## src/rtl/ac_motor_pwm_deadtime.sv

```systemverilog
// -----------------------------------------------------------------------------
// ac_motor_pwm_deadtime
//
// Multi-channel carrier-compare PWM generator with dead-time insertion for
// half-bridge gate drivers. Each channel compares its sine reference against
// a shared triangle carrier. A per-channel FSM then drives the high-side and
// low-side gates. A break-before-make interval of `deadtime` clk cycles
// separates every change of conducting side.
//
// Ports
//   clk       : single clock, all state updates on the rising edge
//   reset_n   : asynchronous active-low reset
//   enable    : global run; low turns every channel off on the next edge
//   triangle  : signed carrier, WIDTH bits
//   sine      : packed signed references, channel i at [i*WIDTH +: WIDTH]
//   deadtime  : unsigned dead time in clk cycles, sampled on entry to DEAD
//   out_hi    : high-side gate per channel
//   out_lo    : low-side gate per channel
//   en        : driver enable per channel (low only while OFF)
// -----------------------------------------------------------------------------
module ac_motor_pwm_deadtime #(
   parameter int CHANNELS = 3,
   parameter int WIDTH    = 24,
   parameter int DT_WIDTH = 8
) (
   input  logic                          clk,
   input  logic                          reset_n,
   input  logic                          enable,
   input  logic signed [WIDTH-1:0]       triangle,
   input  logic [CHANNELS*WIDTH-1:0]     sine,
   input  logic [DT_WIDTH-1:0]           deadtime,
   output logic [CHANNELS-1:0]           out_hi,
   output logic [CHANNELS-1:0]           out_lo,
   output logic [CHANNELS-1:0]           en
);

   typedef enum logic [1:0] {
      ST_OFF  = 2'd0,
      ST_DEAD = 2'd1,
      ST_HIGH = 2'd2,
      ST_LOW  = 2'd3
   } state_e;

   for (genvar i = 0; i < CHANNELS; i++) begin : g_ch

      logic signed [WIDTH-1:0] ref_s;
      logic                    demand_d;
      logic                    demand_q;
      state_e                  state_d, state_q;
      logic [DT_WIDTH-1:0]     cnt_d, cnt_q;
      logic                    start_gap;
      state_e                  side_s;
      logic                    out_hi_q, out_lo_q, en_q;

      assign ref_s = $signed(sine[i*WIDTH +: WIDTH]);

      // Both operands are signed, so this is a two's-complement compare.
      // Equality falls to the low side.
      assign demand_d = (ref_s > triangle);

      // Side that the registered demand asks for.
      assign side_s = demand_q ? ST_HIGH : ST_LOW;

      // NOTE: every variable assigned in this block gets a default first, so no
      // path leaves a value unassigned and no latch is inferred.
      always_comb begin
         state_d   = state_q;
         cnt_d     = cnt_q;
         start_gap = 1'b0;

         if (!enable) begin
            state_d = ST_OFF;
            cnt_d   = '0;
         end else begin
            unique case (state_q)
               ST_OFF:  start_gap = 1'b1;
               ST_HIGH: start_gap = !demand_q;
               ST_LOW:  start_gap = demand_q;
               ST_DEAD: begin
                  // The counter only runs down. A demand change during the
                  // interval only chooses the side taken at exit.
                  if (cnt_q > DT_WIDTH'(1)) begin
                     cnt_d = cnt_q - DT_WIDTH'(1);
                  end else begin
                     state_d = side_s;
                     cnt_d   = '0;
                  end
               end
               default: begin
                  state_d = ST_OFF;
                  cnt_d   = '0;
               end
            endcase

            // The dead interval length is latched here only. With a zero dead
            // time the bridge swaps sides, or leaves OFF, in a single edge.
            if (start_gap) begin
               if (deadtime == '0) begin
                  state_d = side_s;
                  cnt_d   = '0;
               end else begin
                  state_d = ST_DEAD;
                  cnt_d   = deadtime;
               end
            end
         end
      end

      // NOTE: the reset clears only control and status flops; there is no storage
      // array here that would need to stay out of the reset network.
      always_ff @(posedge clk or negedge reset_n) begin
         if (!reset_n) begin
            demand_q <= 1'b0;
            state_q  <= ST_OFF;
            cnt_q    <= '0;
            out_hi_q <= 1'b0;
            out_lo_q <= 1'b0;
            en_q     <= 1'b0;
         end else begin
            // NOTE: non-blocking assignments let every flop sample the old value
            // of its source, so order in this block does not matter.
            demand_q <= demand_d;
            state_q  <= state_d;
            cnt_q    <= cnt_d;
            // The gate flops are decoded from the next state. This keeps the
            // pins glitch-free and aligned with the state register. Only one
            // of the two gates can be set for any single state value.
            out_hi_q <= (state_d == ST_HIGH);
            out_lo_q <= (state_d == ST_LOW);
            en_q     <= (state_d != ST_OFF);
         end
      end

      assign out_hi[i] = out_hi_q;
      assign out_lo[i] = out_lo_q;
      assign en[i]     = en_q;
   end

endmodule

```

## config.mk

```make
export PLATFORM = sky130hd
export DESIGN_NAME = ac_motor_pwm_deadtime
export DESIGN_NICKNAME = d
export VERILOG_FILES = /design/src/rtl/ac_motor_pwm_deadtime.sv
export SDC_FILE = /design/constraint.sdc
export NUM_CORES = 1
export LEC_CHECK = 0
export CAP_MARGIN = 20
export CORE_ASPECT_RATIO = 1.4
export CORE_MARGIN = 3
export CORE_UTILIZATION = 45
export DETAILED_ROUTE_END_ITERATION = 10
export PLACE_DENSITY_LB_ADDON = 0.15
export SLEW_MARGIN = 10
export SYNTH_ARGS = -nofsm -noshare
export SYNTH_HDL_FRONTEND = slang
export SYNTH_SLANG_ARGS = --single-unit
```

## constraint.sdc

```tcl
create_clock -name clk -period 1.65 [get_ports clk]
set_clock_uncertainty 0.1 [all_clocks]
set_input_delay 0.33 -clock clk [delete_from_list [all_inputs] [get_ports clk]]
set_output_delay 0.33 -clock clk [all_outputs]
set_load 0.05 [all_outputs]
```

==> run_1/final_placement.png <==
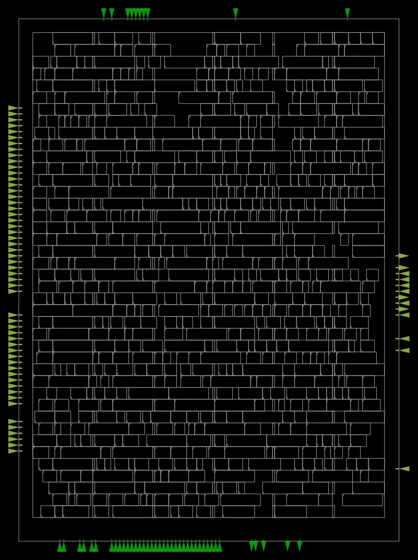
floorplan core area: 9030 sq um
Flop Count: 42
number of tap instances: 107
Cell Rows: 41
end-of-flow core utilization: 84.2%

==> run_1/density.png <==
9 x 12 tiles, from white (low) to dark blue (high), 0 to 100% covered.
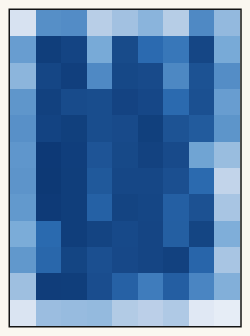
mean over tiles: 71%
fullest tile: 96%
tiles over 75% full: 58%
emptiest ninth of the die: south-east
fp util: 46.4%

==> GITHUB_STEP_SUMMARY, run 1 <==
### Metrics collected by this job

| Metric | Value |
|---|---|
| Status | finished with violations |
| Violations in the final reports | negative setup slack |
| Combinational power | 3.64 mW |
| Cell area reported after detailed placement | 6250 sq um |
| Register area | 1050 sq um |
| Total number of H-tree levels | 2 |
| Total leakage power | 3.25 nW |
| Critical path data arrival time | 2.01 ns |
| Weighted congestion reported at the end of routability-driven placement | 0.920 |
| Wire length of the first global-routing pass | between 20000 and 25000 um |
| Final TNS setup | -1.32 ns |
| Layout cells sized above 1 | 47.0% |
| Hold_sp | enable |
| Crit path setup slack, layout | -0.280 ns |
| Filler Cells Inserted | 492 |
| Final std cell area, no fill | roughly 7600 sq um |
| Combinational Gates | around 410 |
| Type of element launching the critical path | primary input |
| Via density per instance | slightly below 6 |
| Psw | roughly 2.5 mW |
| Die span in x | 87.5 um |
| Main area contributors | sky130_fd_sc_hd__dfrtp_1, sky130_fd_sc_hd__ha_1, sky130_fd_sc_hd__o21ai_0 |
| Ports placed on the boundary | 116 |
| Largest net degree at the start of global routing | roughly 43 |
| Count of buffers inserted at the top-level ports | 115 |
| Group drawing the most power | combinational logic |
| Chip area estimate from yosys synthesis | 4190 sq um |
| Clk_buf instances | 6 |
| Count of antenna-violating nets left after detailed routing | 0 |
| Number of global-route vias before repair | 5301 |
| Share of synthesized cell area in full adder, half adder and majority cells | 23.3% |
| Share of the synthesized area in the top cell type | about 25% |
| Top fanout value on the critical path | 2 |
| Non-clock buffering overhead in the final layout | 26.6% |
| Met1 wire length | ~5200 um |
| Tool warning count | 32 |
| HPWL after detailed placement | 10800 um |
| Synth-to-Final Area Change | 81.6% |
| Number of CTS-inserted buffers | 5 |
| Cell occurring most often along the worst timing path | sky130_fd_sc_hd__o21a_1 |
| Met2 routing resource usage after global routing | a little under three fifths |
| Pwr/cell area | between 800 and 900 nW/um^2 |
| Net Sw Frac | 40.4% |
| Sequential element share of the synthesized area | 25.1% |
| Non-clock inverter count in the final layout | around 40 |
| Fraction of the mapped netlist area in compound gates | 21.7% |
| Final nets | 911 |
| Clock-cell share of area | 1.99% |
| Clock transition at the register clock pins on the worst setup and hold paths after CTS | approximately 0.060 ns |
| Largest stage delay, worst path | 0.50 ns |
| P_clk | approximately 1.0 mW |
| Final tally of setup violations | 16 |
| Maximum buffer depth of the clock tree | 2 |
| Clk root buf | sky130_fd_sc_hd__clkbuf_16 |
| WL final | ~16000 um |
| Vertical die dimension | 120 um |
| Cell count in the Yosys report | 514 |
| Start of the worst register-to-register path | g_ch[0].cnt_q[6] |
| Met2 Routed Length | 8780 um |
| Cell taking the most area after synthesis | sky130_fd_sc_hd__dfrtp_1 |
| Critical Path End Type | flip-flop |
| Worst IR drop on VDD | 1.05 mV |
| Area enclosed by the die boundary | 10500 sq um |
| Area used by multi-input combinational logic | 4080 sq um |
| Worst Setup Path Type | primary input to flip-flop |
| Post-route clock period utilization | 117% |
==> run_1/cell_classes.png <==
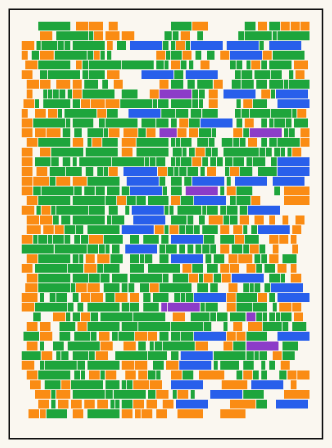
legend:
  all other logic:
    colour: green
    cells: 448
  other buffers and delay cells:
    colour: orange
    cells: 229
  clock drivers and dummy loads:
    colour: purple
    cells: 8
  flops:
    colour: blue
    cells: 42

-- run 1: synth_stat cells (all sizes together) --
cell type	count
o211ai	6
nand3	9
buf	17
or3	5
nor4	4
a221oi	1
o31ai	2
o21a	4
xor2	10
a21oi	50
nor2b	6
a311oi	1
a21boi	1
xnor2	6
ha	78
a22o	1
a211oi	5
clkbuf	7
o22ai	3
o311a	2
o21ai	64
nor2	32
or4	2
inv	40
a41oi	1
dfrtp	42
mux2	1
nand2	41
a21o	4
nand3b	1
nand4	15
o31a	1
and2	1
a31oi	7
nand2b	3
a32o	1
and3	3
nor3b	7
nor3	27
o221ai	3
-- run 1: registers in the layout, summed over array words and instances, names as in the netlist --
| register | cells |
|---|---|
| g_ch.cnt_q | 24 |
| g_ch.demand_q | 3 |
| g_ch.en_q | 3 |
| g_ch.out_hi_q | 3 |
| g_ch.out_lo_q | 3 |
| g_ch.state_q | 6 |
-- run 1: worst paths after layout --
check                                    to  depth (start not counted)  slack, ns
max                        g_ch[0].demand_q                          8      -0.28
min in group asynchronous  g_ch[0].cnt_q[2]                          3       0.44
min reg2reg                g_ch[0].cnt_q[6]                          2       0.41
max reg2reg                g_ch[0].out_lo_q                          6      -0.13
min                            g_ch[1].en_q                          2       0.33
max in group asynchronous  g_ch[2].cnt_q[0]                          3       0.78
-- run 1: layout by cell type (no fill, tap or decap), types with 6 or more instances in the layout --
cell                              count
sky130_fd_sc_hd__buf_4               99
sky130_fd_sc_hd__ha_4                56
sky130_fd_sc_hd__dlygate4sd2_1       51
sky130_fd_sc_hd__dfrtp_1             41
sky130_fd_sc_hd__o21ai_1             33
sky130_fd_sc_hd__nand2_1             32
sky130_fd_sc_hd__inv_2               27
sky130_fd_sc_hd__a21oi_1             27
sky130_fd_sc_hd__o21ai_0             25
sky130_fd_sc_hd__a21oi_2             22
sky130_fd_sc_hd__nor2_1              20
sky130_fd_sc_hd__clkdlybuf4s50_1     20
sky130_fd_sc_hd__ha_1                19
sky130_fd_sc_hd__buf_6               17
sky130_fd_sc_hd__nand4_1             15
sky130_fd_sc_hd__clkdlybuf4s15_1     12
sky130_fd_sc_hd__nor3_2              11
sky130_fd_sc_hd__inv_1               10
sky130_fd_sc_hd__xor2_1               9
sky130_fd_sc_hd__nor3_1               9
sky130_fd_sc_hd__buf_2                8
sky130_fd_sc_hd__buf_12               8
sky130_fd_sc_hd__nor2_2               7
sky130_fd_sc_hd__nor3_4               7
sky130_fd_sc_hd__nand2_2              7
sky130_fd_sc_hd__clkbuf_2             7
sky130_fd_sc_hd__nor2b_1              6
sky130_fd_sc_hd__o211ai_1             6
sky130_fd_sc_hd__nand3_1              6
-- run 1: timing repair --
item | 4_1_cts | 5_1_grt
gates cloned | 0 | 0
endpoints found under the setup margin | 33 | 37
buffers inserted | 12 | 14
hold buffers | 1 | 0
pin swaps | 113 | 56
resized | 252 | 116
endpoints found under the hold margin | 42 | 0
-- run 1: through the flow --
stage | setup WS (ns) | std cells
floorplan | -0.0748 | 514
global placement | -0.808 | 802
detailed placement | -0.847 | 802
CTS | -0.180 | 822
global route | -0.329 | 835
finish | -0.280 | 835
==> run 1 -> run 2 <==
Clock period 1.65 ns to 1.7 ns, I/O delays scaled along.
==> GITHUB_STEP_SUMMARY, run 2 <==
### Metrics collected by this job

| Metric | Value |
|---|---|
| Status | finished with violations |
| Violations in the final reports | negative setup slack |
| Synth async-reset ratio | 100% (unchanged) |
| Part of the total power dissipated in the clock network | 16.6% |
| Worst Setup Path Type | primary input to flip-flop |
| Top reg by flops | g_ch.cnt_q |
| Number of library cell types mapped by synthesis | around 50 |
| Number of CTS-inserted buffers | 5 (unchanged) |
| Top fanout value on the critical path | 3 (+1) |
| Net Sw Frac | 40.4% (-0.074 points) |
| Total leakage power | 3.17 nW (-2.3%) |
| Number of flops mapped to enable cells by yosys | 0 (unchanged) |
| Clk root buf | sky130_fd_sc_hd__clkbuf_16 |
| Largest registers | g_ch.cnt_q (24), g_ch.state_q (6) |
| Critical Path End Type | flip-flop |
| Max FFs per register | 24 (unchanged) |
| Cell count in the Yosys report | 514 (unchanged) |
| Pwr/cell area | 758 nW/um^2 (-5.8%) |
| Vertical die dimension | 120 um (unchanged) |
| Critical path data arrival time | 2.07 ns (+0.06 ns) |
| Count of buffers inserted at the top-level ports | 115 (unchanged) |
| Most numerous logic cells after layout | sky130_fd_sc_hd__buf_4, sky130_fd_sc_hd__ha_4, sky130_fd_sc_hd__dlygate4sd2_1 |
| Die span in x | 87.5 um (unchanged) |
| Most used standard cells in the synthesized netlist | sky130_fd_sc_hd__ha_1, sky130_fd_sc_hd__o21ai_0, sky130_fd_sc_hd__a21oi_1 |
| Gate power share | 58.3% |
| Ports placed on the boundary | 116 (unchanged) |
| Cell count after placement | 788 (-1.7%) |
| Chip area estimate from yosys synthesis | 4190 sq um (unchanged) |
| Clock tree from TritonCTS | done |
| Fp util | 46.4% (unchanged) |
| Count of antenna-violating nets left after detailed routing | 0 (unchanged) |
| Tool warning count | 32 (unchanged) |
| Clock transition at the register clock pins on the worst setup and hold paths after CTS | 0.06 ns (about the same) |
| Floorplan core area | 9030 sq um (unchanged) |
| Main area contributors | sky130_fd_sc_hd__dfrtp_1, sky130_fd_sc_hd__ha_1, sky130_fd_sc_hd__o21ai_0 |
| Most popular library cell in the synthesized design by count | sky130_fd_sc_hd__ha_1 |
| Maximum buffer depth of the clock tree | 2 (unchanged) |
| Largest net degree at the start of global routing | 43 (unchanged) |
| Most common logic cell in the routed design | sky130_fd_sc_hd__buf_4 |
| Synth-to-Final Area Change | 76.2% |
| Crit path setup slack, layout | -0.244 ns (+0.0355 ns) |
| Share of the synthesized area in the top cell type | 25.1% (unchanged) |
| Psw | 2.26 mW (-8.8%) |
| Fmax | 0.514 GHz |
| Layout cells sized above 1 | 42.6% (-4.5 points) |
| Post-route clock period utilization | 114% |
| Worst IR drop on VDD | 0.890 mV (-15%) |
| Endpoints failing hold | 0 |
| Reported max-cap violation count | 0 |
| Cell Count, Final, Fillers Out | 823 (-1.4%) |
| Type of element launching the critical path | primary input |
| HPWL after detailed placement | 10500 um (-3.5%) |
| Via density per instance | 5.79 (-1.6%) |
| Number of global-route vias before repair | 5159 (-2.7%) |
| Setup slack at placement | -0.798 ns (+0.0489 ns) |
| Weighted congestion reported at the end of routability-driven placement | 0.924 (+0.37%) |
| Sequential element share of the synthesized area | 25.1% (unchanged) |
| Number of sinks on the clock net | 42 |
| Cell taking the most area after synthesis | sky130_fd_sc_hd__dfrtp_1 |
| Cell Rows | 41 (unchanged) |
| Wire length of the first global-routing pass | 23200 um (-5.3%) |
| Most used flip-flop cell after synthesis | sky130_fd_sc_hd__dfrtp_1 |
| Area enclosed by the die boundary | 10500 sq um (unchanged) |
| Iteration-0 DRC Markers | between 150 and 200 |
| Total number of H-tree levels | 2 (unchanged) |
| Final tally of setup violations | 17 (+1) |
| Final nets | 899 (-1.3%) |
run 2: cell counts after synthesis:
No cell type changed its count.
run 2: through the flow:
| step | setup TNS [ns] | instance area (sq um) |
|---|---|---|
| global placement | -9.07 | 6030 |
| detailed placement | -9.37 | 6030 |
| finish | -1.58 | 7380 |
| floorplan | -0.0973 | 4330 |
| global route | -3.85 | 7370 |
| CTS | -0.467 | 6870 |
run 2: layout make-up:
| class | count | area, sq um |
|---|---|---|
| multi-input cells | 408 | 3990 |
| fillers | 554 | 1650 |
| flip-flops and latches | 42 | 1050 |
| diodes | 2 | 5.00 |
| well taps | 107 | 134 |
| repair buffers | 217 | 1900 |
| inverters | 40 | 163 |
| clock buffers | 7 | 133 |
run 2: kinds of logic (layout without fill, tap and decap cells):
logic type,after synthesis,count (layout),synth area share (%)
fa+ha+maj,78,78,23.3
buf+inv,64,264,6.84
flops,42,42,25.1
simple gates,156,156,19.3
compound gates,157,157,21.7
xor+xnor,16,16,3.35
other cells,0,2,0
mux,1,1,0.359
run 2: power by group through the flow:
stage	clock (mW)	combinational (mW)	sequential, mW
6_report	0.930	3.26	1.40
5_1_grt	0.964	3.55	1.43
4_1_cts	0.932	2.66	1.36
3_5_place_dp	0	2.42	1.37
3_3_place_gp	0	2.34	1.36
2_1_floorplan	0	1.41	1.35
run 2: path summary, 6_finish.rpt:
path	start	end	slack [ns]	cells after the start
hold / removal	g_ch[0].cnt_q[6]	g_ch[0].cnt_q[6]	0.40	2
setup / recovery	triangle[23]	g_ch[0].demand_q	-0.24	10
max in group asynchronous	reset_n	g_ch[1].cnt_q[0]	0.82	3
hold reg to reg	g_ch[0].cnt_q[6]	g_ch[0].cnt_q[6]	0.40	2
min in group asynchronous	reset_n	g_ch[0].cnt_q[2]	0.44	3
setup reg to reg	g_ch[1].cnt_q[0]	g_ch[1].out_lo_q	-0.12	8
run 2: worst max-delay path, cell delays in order:
cell	delay, ns
sky130_fd_sc_hd__buf_6	0.07
sky130_fd_sc_hd__clkinvlp_4	0.13
sky130_fd_sc_hd__ha_4	0.31
sky130_fd_sc_hd__nand2_4	0.06
sky130_fd_sc_hd__nor4_4	0.27
sky130_fd_sc_hd__buf_4	0.18
sky130_fd_sc_hd__nand4_1	0.15
sky130_fd_sc_hd__a31oi_2	0.24
sky130_fd_sc_hd__o21a_1	0.17
sky130_fd_sc_hd__o21a_1	0.15
run 2: per-layer routing:
layer	GRT usage, %	part of all wire [%]	up-vias
li1	-	-	2266
met1	27.1	34	2263
met2	52.5	56	182
met4	17.5	5.5	0
met3	3.50	4.7	58
met5	0	0	-
run 2: timing repair:
item / CTS / global route
resized: 205 / 119
endpoints found under the hold margin: 42 / 0
pin swaps: 89 / 69
hold buffers: 1 / 0
cloned: 1 / 0
setup buffers: 13 / 12
endpoints found under the setup margin: 30 / 37
==> run_2/density.png <==
9 x 12 tiles, from white (low) to dark blue (high), 0 to 100% covered.
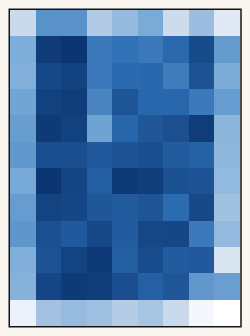
tiles over 75% full: 56%
emptiest ninth of the die: south-east
mean over tiles: 69%
fullest tile: 98%
end-of-flow core utilization: 81.7%

==> run_2/cell_classes.png <==
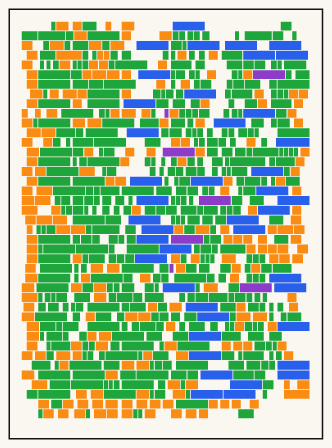
legend:
  flops:
    colour: blue
    cells: 42
  all other logic:
    colour: green
    cells: 448
  clock drivers and dummy loads:
    colour: purple
    cells: 7
  other buffers and delay cells:
    colour: orange
    cells: 217

==> run_2/met3.png <==
Bar = 20 um.
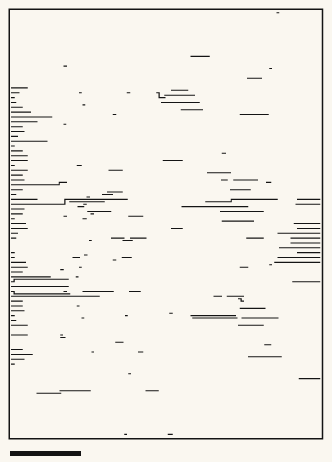
main direction: horizontal
longest straight run: 24.6 um
nets with wire on the layer: 117
wire length on this layer: 707 um
WL final: 15200 um
via count: 4769
met3 global-route usage: 3.50%

Power is estimated from default activity; no workload was simulated.
